$ cat config.mk
export PLATFORM = sky130hd
export DESIGN_NAME = ps2_scancode_decoder
export DESIGN_NICKNAME = d
export VERILOG_FILES = /design/src/rtl/ps2_scancode_decoder.sv
export SDC_FILE = /design/constraint.sdc
export NUM_CORES = 1
export LEC_CHECK = 0
export ABC_AREA = 0
export CAP_MARGIN = 20
export CORE_MARGIN = 3
export CORE_UTILIZATION = 25
export CTS_CLUSTER_DIAMETER = 80
export DETAILED_ROUTE_END_ITERATION = 12
export SYNTH_ARGS = -nofsm -noshare
export SYNTH_HDL_FRONTEND = slang
export SYNTH_SLANG_ARGS = --single-unit
$ cat constraint.sdc
create_clock -name clk -period 3.75 [get_ports clk]
set_clock_uncertainty 0.05 [all_clocks]
set_input_delay 1.125 -clock clk [delete_from_list [all_inputs] [get_ports clk]]
set_output_delay 1.125 -clock clk [all_outputs]
set_load 0.05 [all_outputs]
$ cat src/rtl/ps2_scancode_decoder.sv
`default_nettype none
// ============================================================================
// Module      : ps2_scancode_decoder
// Description : Turns a stream of PS/2 set-2 bytes into key events
//               {ext, brk, code, ascii}, tracks the shift keys, and queues
//               the events in a 4-entry show-ahead FIFO.
// Revision    : 1.0 - initial release
// ============================================================================
module ps2_scancode_decoder (
    input  logic       clk,
    input  logic       rst,
    input  logic [7:0] rx_data,
    input  logic       rx_valid,
    output logic       ev_valid,
    input  logic       ev_ready,
    output logic [7:0] ev_code,
    output logic       ev_ext,
    output logic       ev_break,
    output logic [7:0] ev_ascii,
    output logic       shift,
    output logic       ovf
);

    localparam logic [7:0] C_PFX_EXT   = 8'hE0;
    localparam logic [7:0] C_PFX_BRK   = 8'hF0;
    localparam logic [7:0] C_LSHIFT    = 8'h12;
    localparam logic [7:0] C_RSHIFT    = 8'h59;
    localparam logic [7:0] C_ENTER     = 8'h5A;
    localparam logic [2:0] C_FIFO_FULL = 3'd4;

    typedef enum logic [1:0] {
        ST_IDLE    = 2'd0,
        ST_EXT     = 2'd1,
        ST_BRK     = 2'd2,
        ST_EXT_BRK = 2'd3
    } state_t;

    state_t      r_state;
    logic        r_shift_l;
    logic        r_shift_r;
    logic        r_ovf;
    logic [17:0] r_mem [0:3];
    logic [1:0]  r_wr_ptr;
    logic [1:0]  r_rd_ptr;
    logic [2:0]  r_count;

    logic        w_is_pfx;
    logic        w_is_noise;
    logic        w_complete;
    logic        w_ext;
    logic        w_brk;
    logic [7:0]  w_ascii;
    logic [17:0] w_entry;
    logic [17:0] w_head;
    logic        w_pop;
    logic        w_push;
    logic        w_drop;
    logic        w_empty;

    // Make-code to ASCII for non-extended keys; letters follow shift.
    function automatic logic [7:0] f_make_ascii(input logic [7:0] code,
                                                input logic       sh);
        logic [7:0] letter;
        logic [7:0] result;
        letter = 8'h00;
        result = 8'h00;
        case (code)
            8'h1C: letter = "a";  8'h32: letter = "b";  8'h21: letter = "c";
            8'h23: letter = "d";  8'h24: letter = "e";  8'h2B: letter = "f";
            8'h34: letter = "g";  8'h33: letter = "h";  8'h43: letter = "i";
            8'h3B: letter = "j";  8'h42: letter = "k";  8'h4B: letter = "l";
            8'h3A: letter = "m";  8'h31: letter = "n";  8'h44: letter = "o";
            8'h4D: letter = "p";  8'h15: letter = "q";  8'h2D: letter = "r";
            8'h1B: letter = "s";  8'h2C: letter = "t";  8'h3C: letter = "u";
            8'h2A: letter = "v";  8'h1D: letter = "w";  8'h22: letter = "x";
            8'h35: letter = "y";  8'h1A: letter = "z";
            8'h45: result = "0";  8'h16: result = "1";  8'h1E: result = "2";
            8'h26: result = "3";  8'h25: result = "4";  8'h2E: result = "5";
            8'h36: result = "6";  8'h3D: result = "7";  8'h3E: result = "8";
            8'h46: result = "9";
            8'h29: result = 8'h20;
            8'h5A: result = 8'h0D;
            8'h66: result = 8'h08;
            default: result = 8'h00;
        endcase
        if (letter != 8'h00) begin
            result = sh ? (letter - 8'h20) : letter;
        end
        return result;
    endfunction

    // Classify the incoming byte and build the event it would complete.
    always_comb begin
        w_is_pfx = (rx_data == C_PFX_EXT) || (rx_data == C_PFX_BRK);
        case (rx_data)
            8'h00, 8'hAA, 8'hE1, 8'hEE, 8'hFA, 8'hFC, 8'hFF: w_is_noise = 1'b1;
            default:                                         w_is_noise = 1'b0;
        endcase
        w_complete = rx_valid && !w_is_pfx &&
                     !((r_state == ST_IDLE) && w_is_noise);
        w_ext = (r_state == ST_EXT) || (r_state == ST_EXT_BRK);
        w_brk = (r_state == ST_BRK) || (r_state == ST_EXT_BRK);
        // ASCII uses the shift state from before this event updates it.
        if (w_brk) begin
            w_ascii = 8'h00;
        end else if (w_ext) begin
            w_ascii = (rx_data == C_ENTER) ? 8'h0D : 8'h00;
        end else begin
            w_ascii = f_make_ascii(rx_data, shift);
        end
        w_entry = {w_ext, w_brk, rx_data, w_ascii};
    end

    // FIFO handshake: pop when head is consumed, push unless full without pop.
    always_comb begin
        w_empty = (r_count == 3'd0);
        w_pop   = !w_empty && ev_ready;
        w_push  = w_complete && ((r_count != C_FIFO_FULL) || w_pop);
        w_drop  = w_complete && (r_count == C_FIFO_FULL) && !w_pop;
        w_head  = r_mem[r_rd_ptr];
    end

    // Prefix state machine; only bytes with rx_valid advance it.
    always_ff @(posedge clk or posedge rst) begin
        if (rst) begin
            r_state <= ST_IDLE;
        end else if (rx_valid) begin
            case (r_state)
                ST_IDLE: begin
                    if (rx_data == C_PFX_EXT)      r_state <= ST_EXT;
                    else if (rx_data == C_PFX_BRK) r_state <= ST_BRK;
                    else                           r_state <= ST_IDLE;
                end
                ST_EXT: begin
                    if (rx_data == C_PFX_BRK)      r_state <= ST_EXT_BRK;
                    else if (rx_data == C_PFX_EXT) r_state <= ST_EXT;
                    else                           r_state <= ST_IDLE;
                end
                ST_BRK: begin
                    if (rx_data == C_PFX_EXT)      r_state <= ST_EXT_BRK;
                    else if (rx_data == C_PFX_BRK) r_state <= ST_BRK;
                    else                           r_state <= ST_IDLE;
                end
                default: begin
                    if (w_is_pfx) r_state <= ST_EXT_BRK;
                    else          r_state <= ST_IDLE;
                end
            endcase
        end
    end

    // Shift flags follow non-extended 0x12/0x59, even if the event is dropped.
    always_ff @(posedge clk or posedge rst) begin
        if (rst) begin
            r_shift_l <= 1'b0;
            r_shift_r <= 1'b0;
        end else if (w_complete && !w_ext) begin
            if (rx_data == C_LSHIFT) r_shift_l <= !w_brk;
            if (rx_data == C_RSHIFT) r_shift_r <= !w_brk;
        end
    end

    // FIFO pointers, occupancy and sticky overflow flag.
    always_ff @(posedge clk or posedge rst) begin
        if (rst) begin
            r_wr_ptr <= 2'd0;
            r_rd_ptr <= 2'd0;
            r_count  <= 3'd0;
            r_ovf    <= 1'b0;
        end else begin
            if (w_push) r_wr_ptr <= r_wr_ptr + 2'd1;
            if (w_pop)  r_rd_ptr <= r_rd_ptr + 2'd1;
            if (w_push && !w_pop)      r_count <= r_count + 3'd1;
            else if (w_pop && !w_push) r_count <= r_count - 3'd1;
            if (w_drop) r_ovf <= 1'b1;
        end
    end

    // FIFO storage; contents are only visible through a non-zero count.
    always_ff @(posedge clk) begin
        if (w_push) r_mem[r_wr_ptr] <= w_entry;
    end

    // Head-of-queue outputs, forced to zero while the queue is empty.
    always_comb begin
        ev_valid = !w_empty;
        ev_ext   = w_empty ? 1'b0  : w_head[17];
        ev_break = w_empty ? 1'b0  : w_head[16];
        ev_code  = w_empty ? 8'h00 : w_head[15:8];
        ev_ascii = w_empty ? 8'h00 : w_head[7:0];
        shift    = r_shift_l || r_shift_r;
        ovf      = r_ovf;
    end

endmodule
`default_nettype wire

run_1/m4.png
Scale bar: 50 um.
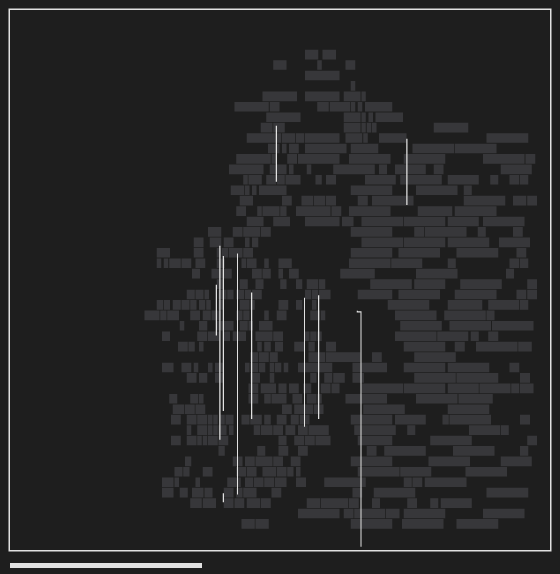
The longest straight run is 62.6 um. The layer holds 3.0% of the routed length. 10 nets have wire on it. The layer carries 359 um of wire.

run_1/layers.png
Only two layers are drawn.
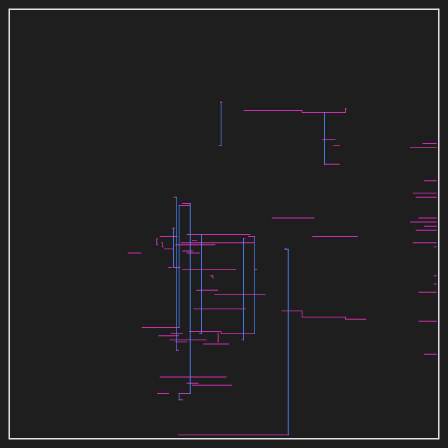
M3: in magenta, wire length 499 um. M4: in blue, wire length 359 um.

==> GITHUB_STEP_SUMMARY, run 1 <==
### Metrics collected by this job

| Metric | Value |
|---|---|
| Result of the run | `finished clean` |
| Area fraction in and, or, nand and nor cells | `between 10% and 20%` |
| First-pass GRT wire length | `between 15 and 20 mm` |
| Startpoint-to-endpoint class of the critical path | `input port to flip-flop` |
| Fraction of layout cells with a size suffix above 1 | `between 30% and 40%` |
| Unrepaired setup endpoints after global routing | `false` |
| Post-Place Cells | `around 660` |
| Post-route worst hold slack | `0.429 ns` |
| Violation tally from detailed-route iteration zero | `303` |
| Largest register by flop count | `r_mem` |
| Multi-input combinational gate total | `230` |
| Total routing resource utilization after global routing | `~12%` |
| Arrival time at the worst endpoint | `approximately 3.8 ns` |
| Die Span X | `141 um` |
| Most used flip-flop cell after synthesis | `sky130_fd_sc_hd__edfxtp_1` |
| Slew margin rel. | `64.8%` |
| Number of diodes | `0` |
| Footprint of the multi-input gates | `between 0.0015 and 0.002 mm^2` |
| Start point of the worst min-delay path | `ovf$_DFFE_PP0P_` |
| FILL cells | `1739` |
| Final routed wirelength across all metal layers | `approximately 12 mm` |
| Minimum period implied by the final worst setup slack | `around 3.6 ns` |
| Post-DR vias/cell | `roughly 4.9` |
| Worst slack, placed | `-0.249 ns` |
| Area of the core | `~0.018 mm^2` |
| Parity-gate share of the synthesized area counting xor and xnor cells | `1.93%` |
| EDFF count, synth | `approximately 72` |
| Worst setup SP type | `input port` |
| Average detailed-routed wire length per instance | `around 17 um` |
| Most instantiated logic cells after routing | `sky130_fd_sc_hd__buf_4 (85), sky130_fd_sc_hd__edfxtp_1 (72), sky130_fd_sc_hd__nand2_1 (25)` |
| Final Net Count | `between 400 and 500` |
| Worst path setup slack after routing | `around 0.11 ns` |
| Kind of cell adding the most delay to the critical path | `buffers and inverters` |
| WP data required | `slightly below 4 ns` |
| Highest fanout seen on the critical path | `4` |
run_1/sizing.png
Scale bar: 50 um.
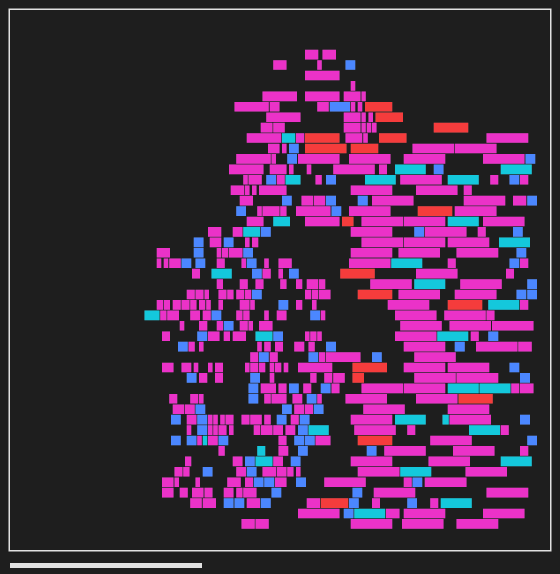
x1 and smaller: in magenta, cells 315, share 70%. x2: in cyan, cells 30, share 6.7%. x6 and larger: in red, cells 17, share 3.8%. x3 and x4: in blue, cells 89, share 20%.

run_1/clock_nets.png
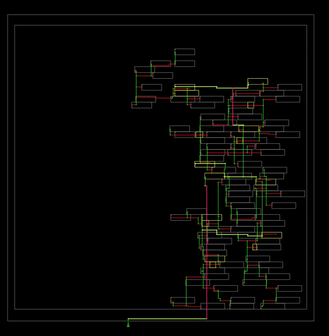
number of buffers added by the clock tree synthesis step: 9
registers: 84
clock sink total: 84
clk latency late pin: 0.33 ns

-- run 1: worst paths after layout --
path | endpoint | slack [ns] | depth (start not counted)
worst max-delay path | r_count[1]$_DFFE_PP0P_ | 0.11 | 12
worst max register to register | r_count[1]$_DFFE_PP0P_ | 0.91 | 9
worst min register to register | ovf$_DFFE_PP0P_ | 0.43 | 1
max in group asynchronous | r_rd_ptr[1]$_DFFE_PP0N_ | 2.25 | 2
min in group asynchronous | r_wr_ptr[0]$_DFFE_PP0P_ | 1.06 | 2
worst min-delay path | ovf$_DFFE_PP0P_ | 0.43 | 1
-- run 1: where the power goes --
part	leakage (nW)	internal, W	total (W)	switching [W]
Sequential	0.806	0.00124	0.00131	0.0000724
Clock	0.138	0.000519	0.000876	0.000358
Combinational	1.16	0.000713	0.00184	0.00112
run_1/m2.png
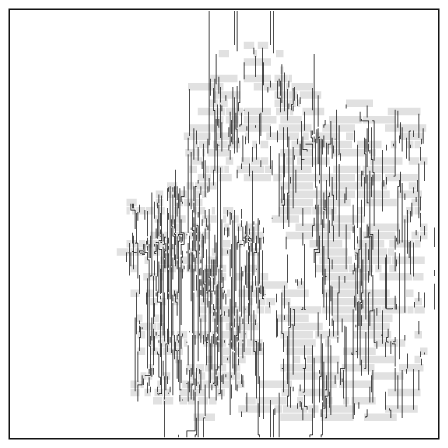

## Run 2: what changed since run 1
--- a/config.mk
+++ b/config.mk
@@ -8,9 +8,10 @@
 export ABC_AREA = 0
 export CAP_MARGIN = 20
 export CORE_MARGIN = 3
-export CORE_UTILIZATION = 25
+export CORE_UTILIZATION = 45
 export CTS_CLUSTER_DIAMETER = 80
 export DETAILED_ROUTE_END_ITERATION = 12
+export SKIP_CTS_REPAIR_TIMING = 1
 export SYNTH_ARGS = -nofsm -noshare
 export SYNTH_HDL_FRONTEND = slang
 export SYNTH_SLANG_ARGS = --single-unit
run_2/m2.png
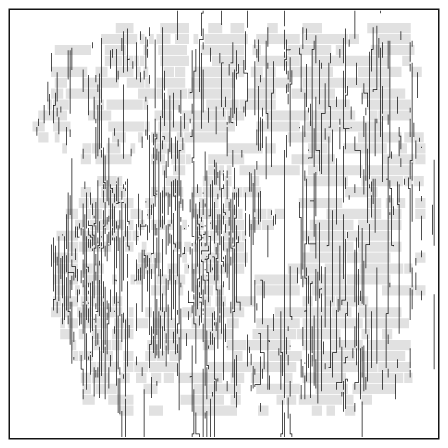
The layer holds 46% of the routed length. 408 nets have wire on it. The layer carries 5300 um of wire.

==> GITHUB_STEP_SUMMARY, run 2 <==
### Metrics collected by this job

| Metric | Value |
|---|---|
| Clk latency late pin | `0.36 ns (+0.03 ns)` |
| Number of diodes | `0 (unchanged)` |
| Fraction of layout cells with a size suffix above 1 | `29.7% (-0.44 points)` |
| Worst slack, placed | `-0.131 ns (+0.118 ns)` |
| Final Net Count | `466 (unchanged)` |
| Clock-net power | `0.000662 W (-24%)` |
| Area of the core | `0.00982 mm^2 (-44%)` |
| Final routed wirelength across all metal layers | `11.5 mm (-2.7%)` |
| Worst path setup slack after routing | `0.208 ns (+0.0953 ns)` |
| Startpoint-to-endpoint class of the critical path | `input port to flip-flop` |
| Die Span X | `107 um (-24%)` |
| Sequential share of power | `34.7% (+2.2 points)` |
| FILL cells | `874 (-50%)` |
| WP data required | `3.85 ns (-0.07 ns)` |
| Violation tally from detailed-route iteration zero | `399 (+32%)` |
| First-pass GRT wire length | `18.7 mm (-0.84%)` |
| Average detailed-routed wire length per instance | `19.7 um (+13%)` |
| Most used flip-flop cell after synthesis | `sky130_fd_sc_hd__edfxtp_1` |
| Kind of cell adding the most delay to the critical path | `simple AND/OR/NAND/NOR gates` |
| Slew margin rel. | `65.9% (+1.1 points)` |
| EDFF count, synth | `72 (unchanged)` |
| Most instantiated logic cells after routing | `sky130_fd_sc_hd__buf_4 (84), sky130_fd_sc_hd__edfxtp_1 (72), sky130_fd_sc_hd__nand2_1 (25)` |
| Residual DRC | `0` |
| Number of cells in the yosys synthesis report | `~360` |
| Clock sink total | `84 (unchanged)` |
| DR pass1 iterations | `5` |
| Parity-gate share of the synthesized area counting xor and xnor cells | `1.93% (unchanged)` |
| Clk pwr share | `17.3% (-4.5 points)` |
| Highest fanout seen on the critical path | `10 (+6)` |
| Area fraction in and, or, nand and nor cells | `15.2% (unchanged)` |
| Net Sw Power | `0.00154 W (-0.70%)` |
| Register fraction of the total cell area | `43.9%` |
| Tap Cells | `about 130` |
| Sequential logic power | `0.00132 W (about the same)` |
| Unrepaired setup endpoints after global routing | `false` |
| Multi-input combinational gate total | `230 (unchanged)` |
| Portion of netlist area occupied by mux cells | `between 10% and 20%` |
| Result of the run | `finished clean` |
| Top Consumer | `combinational logic` |
| Sw Share | `40.4% (+1.7 points)` |
| I/O pin cnt | `33` |
| Minimum period implied by the final worst setup slack | `3.54 ns (-0.0953 ns)` |
| Share of power burned in combinational logic | `48.0% (+2.3 points)` |
-- run 2: cell counts after synthesis --
Identical to the previous run, type by type.
-- run 2: worst paths after layout --
path / start / slack [ns] / endpoint / cells past startpoint
max reg2reg: r_state[0]$_DFFE_PP0P_ / 0.95 / r_count[1]$_DFFE_PP0P_ / 9
min: r_count[2]$_DFFE_PP0P_ / 0.46 / r_count[2]$_DFFE_PP0P_ / 1
max: rx_data[5] / 0.21 / r_mem[0][5]$_DFFE_PP_ / 10
min reg2reg: r_count[2]$_DFFE_PP0P_ / 0.46 / r_count[2]$_DFFE_PP0P_ / 1
min in group asynchronous: rst / 1.03 / r_wr_ptr[1]$_DFFE_PP0P_ / 2
max in group asynchronous: rst / 2.29 / r_state[0]$_DFFE_PP0P_ / 2
Power and IR drop assume default switching activity.
